$ cat config.mk
export PLATFORM = sky130hd
export DESIGN_NAME = nand_chain_seq_ctrl
export DESIGN_NICKNAME = d
export VERILOG_FILES = /design/src/rtl/nand_seq_pkg.sv /design/src/rtl/nand_seq_settle_timer.sv /design/src/rtl/nand_chain_seq_ctrl.sv
export SDC_FILE = /design/constraint.sdc
export NUM_CORES = 1
export LEC_CHECK = 0
export ABC_AREA = 1
export CELL_PAD_IN_SITES_DETAIL_PLACEMENT = 0
export CELL_PAD_IN_SITES_GLOBAL_PLACEMENT = 1
export CORE_ASPECT_RATIO = 1.5
export CORE_MARGIN = 1.5
export CORE_UTILIZATION = 25
export CTS_BUF_LIST = sky130_fd_sc_hd__clkbuf_2
export DETAILED_ROUTE_END_ITERATION = 10
export PLACE_DENSITY = 0.65
export SLEW_MARGIN = 10
export SYNTH_ARGS = -nofsm -noshare
export SYNTH_HDL_FRONTEND = slang
export SYNTH_SLANG_ARGS = --single-unit
$ cat constraint.sdc
create_clock -name clk -period 4.4 [get_ports clk]
set_input_delay 0.88 -clock clk [delete_from_list [all_inputs] [get_ports clk]]
set_output_delay 0.88 -clock clk [all_outputs]
set_load 0.02 [all_outputs]
$ cat src/rtl/nand_seq_pkg.sv
// rtl/nand_seq_pkg.sv - shared types and constants for the NAND chain self-test sequencer
package nand_seq_pkg;

  localparam int VEC_W        = 3;
  localparam int ERR_W        = 4;
  localparam int SETTLE_CNT_W = 4;
  localparam logic [VEC_W-1:0] VEC_LAST = 3'd7;

  typedef enum logic [1:0] {
    IDLE  = 2'd0,
    DRIVE = 2'd1,
    CHECK = 2'd2,
    DONE  = 2'd3
  } state_t;

  // Golden response of the two-stage chain: {d, e} with d = ~(a&b), e = ~(c&d).
  function automatic logic [1:0] nand_chain_expect(input logic [VEC_W-1:0] v);
    logic d;
    d = ~(v[2] & v[1]);
    return {d, ~(v[0] & d)};
  endfunction

endpackage

$ cat src/rtl/nand_seq_settle_timer.sv
// rtl/nand_seq_settle_timer.sv - loadable down-counter that times the settle interval per vector
module nand_seq_settle_timer
  import nand_seq_pkg::*;
#(
  parameter int SETTLE_CYCLES = 2
) (
  input  logic clk,
  input  logic rst,
  input  logic load,
  input  logic en,
  output logic zero
);

  // A 4-bit counter holds at most 15, so the settle interval must stay within 1..15.
  if (SETTLE_CYCLES < 1 || SETTLE_CYCLES > 15) begin : g_bad_settle
    $error("SETTLE_CYCLES must be in 1..15");
  end

  logic [SETTLE_CNT_W-1:0] cnt_q;
  logic [SETTLE_CNT_W-1:0] cnt_d;

  // Load takes priority; otherwise count down while enabled and stop at zero.
  always_comb begin
    cnt_d = cnt_q;
    if (load) begin
      cnt_d = SETTLE_CNT_W'(SETTLE_CYCLES - 1);
    end else if (en && (cnt_q != '0)) begin
      cnt_d = cnt_q - 1'b1;
    end
  end

  // Counter register.
  always_ff @(posedge clk or posedge rst) begin
    if (rst) begin
      cnt_q <= '0;
    end else begin
      cnt_q <= cnt_d;
    end
  end

  assign zero = (cnt_q == '0);

endmodule

$ cat src/rtl/nand_chain_seq_ctrl.sv
// rtl/nand_chain_seq_ctrl.sv - exhaustive self-test sequencer for the NAND chain (optional NAND_SEQ_FAIL_CAPTURE_EN)
module nand_chain_seq_ctrl
  import nand_seq_pkg::*;
#(
  parameter int SETTLE_CYCLES = 2
) (
  input  logic             clk,
  input  logic             rst,
  input  logic             start,
  output logic             busy,
  output logic             done,
  output logic             pass,
  output logic [ERR_W-1:0] err_cnt,
  output logic [VEC_W-1:0] vec,
  output logic             dut_a,
  output logic             dut_b,
  output logic             dut_c,
  input  logic             dut_d,
  input  logic             dut_e
`ifdef NAND_SEQ_FAIL_CAPTURE_EN
  ,
  output logic [VEC_W-1:0] first_fail_vec,
  output logic [1:0]       first_fail_de,
  output logic             fail_valid
`endif
);

  state_t           state_q, state_d;
  logic [VEC_W-1:0] vec_q, vec_d;
  logic [ERR_W-1:0] err_q, err_d;
  logic             pass_q, pass_d;
  logic             busy_q, busy_d;
  logic             done_q, done_d;
  logic [2:0]       drv_q, drv_d;

  logic             tmr_load;
  logic             tmr_en;
  logic             tmr_zero;
  logic             start_acc;
  logic             mismatch;

  nand_seq_settle_timer #(
    .SETTLE_CYCLES(SETTLE_CYCLES)
  ) u_settle (
    .clk  (clk),
    .rst  (rst),
    .load (tmr_load),
    .en   (tmr_en),
    .zero (tmr_zero)
  );

  assign start_acc = (state_q == IDLE) && start;
  assign mismatch  = ({dut_d, dut_e} != nand_chain_expect(vec_q));

  // Next-state logic; outputs are decoded from the next state so they come straight off flops.
  always_comb begin
    state_d  = state_q;
    vec_d    = vec_q;
    err_d    = err_q;
    pass_d   = pass_q;
    tmr_load = 1'b0;
    tmr_en   = 1'b0;
    case (state_q)
      IDLE: begin
        if (start) begin
          state_d  = DRIVE;
          vec_d    = '0;
          err_d    = '0;
          pass_d   = 1'b0;
          tmr_load = 1'b1;
        end
      end
      DRIVE: begin
        if (tmr_zero) begin
          state_d = CHECK;
        end else begin
          tmr_en = 1'b1;
        end
      end
      CHECK: begin
        if (mismatch) begin
          err_d = err_q + ERR_W'(1);
        end
        if (vec_q == VEC_LAST) begin
          state_d = DONE;
          pass_d  = (err_d == '0);
        end else begin
          state_d  = DRIVE;
          vec_d    = vec_q + 1'b1;
          tmr_load = 1'b1;
        end
      end
      DONE: begin
        state_d = IDLE;
      end
      default: begin
        state_d = IDLE;
      end
    endcase

    busy_d = (state_d == DRIVE) || (state_d == CHECK);
    done_d = (state_d == DONE);
    drv_d  = busy_d ? vec_d : 3'b000;
  end

  // State and registered outputs.
  always_ff @(posedge clk or posedge rst) begin
    if (rst) begin
      state_q <= IDLE;
      vec_q   <= '0;
      err_q   <= '0;
      pass_q  <= 1'b0;
      busy_q  <= 1'b0;
      done_q  <= 1'b0;
      drv_q   <= '0;
    end else begin
      state_q <= state_d;
      vec_q   <= vec_d;
      err_q   <= err_d;
      pass_q  <= pass_d;
      busy_q  <= busy_d;
      done_q  <= done_d;
      drv_q   <= drv_d;
    end
  end

  assign busy    = busy_q;
  assign done    = done_q;
  assign pass    = pass_q;
  assign err_cnt = err_q;
  assign vec     = vec_q;
  assign dut_a   = drv_q[2];
  assign dut_b   = drv_q[1];
  assign dut_c   = drv_q[0];

`ifdef NAND_SEQ_FAIL_CAPTURE_EN
  logic [VEC_W-1:0] ff_vec_q, ff_vec_d;
  logic [1:0]       ff_de_q, ff_de_d;
  logic             ff_valid_q, ff_valid_d;

  // Latch the first mismatching vector of a run; cleared when a new run is accepted.
  always_comb begin
    ff_vec_d   = ff_vec_q;
    ff_de_d    = ff_de_q;
    ff_valid_d = ff_valid_q;
    if (start_acc) begin
      ff_vec_d   = '0;
      ff_de_d    = '0;
      ff_valid_d = 1'b0;
    end else if ((state_q == CHECK) && mismatch && !ff_valid_q) begin
      ff_vec_d   = vec_q;
      ff_de_d    = {dut_d, dut_e};
      ff_valid_d = 1'b1;
    end
  end

  // First-failure capture registers.
  always_ff @(posedge clk or posedge rst) begin
    if (rst) begin
      ff_vec_q   <= '0;
      ff_de_q    <= '0;
      ff_valid_q <= 1'b0;
    end else begin
      ff_vec_q   <= ff_vec_d;
      ff_de_q    <= ff_de_d;
      ff_valid_q <= ff_valid_d;
    end
  end

  assign first_fail_vec = ff_vec_q;
  assign first_fail_de  = ff_de_q;
  assign fail_valid     = ff_valid_q;
`else
  logic unused_start_acc;
  assign unused_start_acc = start_acc;
`endif

endmodule

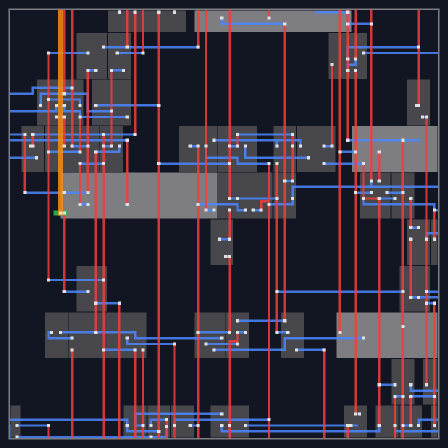
(layout detail)
Window x 15 to 40, y 28 to 53 um. Cells in gray, sequential cells in the stronger gray; small squares are vias.
| layer | color |
|---|---|
| met1 | blue |
| met2 | red |
| met3 | green |
| met4 | orange |
most frequent: nand2_1 (10), inv_1 (7), nor2_1 (5)
sequential cells in the window: 3
netlist names of flops here include: drv_q (2), err_cnt (1)
cells with their middle in the window: 39

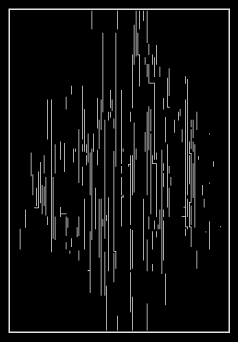
(M2 wires)
Drawn at 4 px/um.
share of all routed wire: 58%
main direction: vertical
wire length on this layer: 1,230 um
nets with wire on the layer: 127
longest straight run: 38.1 um

==> Changelog: implementation <==
## Implementation

- Status: complete, no violations
- Post-Synth AOI/OAI Area: 0.0689
- Post-DP HPWL: roughly 1.7 mm
- Number of global-route vias before repair: between 800 and 900
- Register share after synthesis: 0.476
- Largest net degree at the start of global routing: 20
- Row count: 28
- Slowest stage delay, CP: between 0.6 and 0.7 ns
- Sequential group power: between 200 and 300 uW
- Slew @ Worst Pin: 0.738 ns
- Pre-CTS setup slack: 1.97 ns
- Adder Share, Synth: 0.0627
- Clock transition at path regs: approximately 0.18 ns
- Final Hold Fails: 0
- WP depth: 1
- MaxCap Viol Count: 0
- Maximum VDD drop: around 0.00026 V
- Share of cells above drive strength 1: 0.104
- Hold_ws: 0.538 ns
- Clock group: between 70 and 80 uW
- Critical Path Sink: vec[0]
- Final instance area: between 0.001 and 0.0015 mm2
- Die Span Y: 80.4 um
- Top Layout Cells: nand2_1, inv_1, dfrtp_1, clkdlybuf4s50_1, nor2_1
- Clk_skew: 0.0214 ns
- Reg2reg setup slack: between 2 and 3 ns
- EDFF count, synth: 0
- WP data required: around 3.5 ns
- H-tree levels: 1
- Core ar.: 0.00389 mm2
- Area growth syn-to-layout: 24.7%
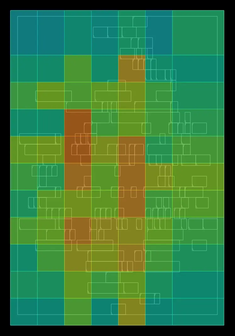
(routing congestion)
M3 GR Usage: 0.0223
GRT met1 Usage: 0.121

[cell type report]
cell class / instances / area [um2] / area share
repair buffers: 17 / 170 / 0.137
clock buffers: 4 / 20.0 / 0.0161
inverters: 24 / 92.6 / 0.0744
multi-input cells: 80 / 430 / 0.346
well taps: 45 / 56.3 / 0.0452
flip-flops and latches: 19 / 475 / 0.382
[registers in the layout, indices dropped and copies added, names as in the netlist]
register        cells
state_q             2
err_cnt             4
done                1
busy                1
u_settle.cnt_q      4
drv_q               3
vec                 3
pass                1
[metal layers]
layer  up-vias  global-route usage  part of all wire
li1        426                   -                 -
met1       377               0.121              0.39
met2         8               0.205              0.58
met3         2              0.0223             0.021
met4         0              0.0525            0.0081
met5         -                   0                 0
Power figures rest on the tool's default switching activity, not on a simulated workload.
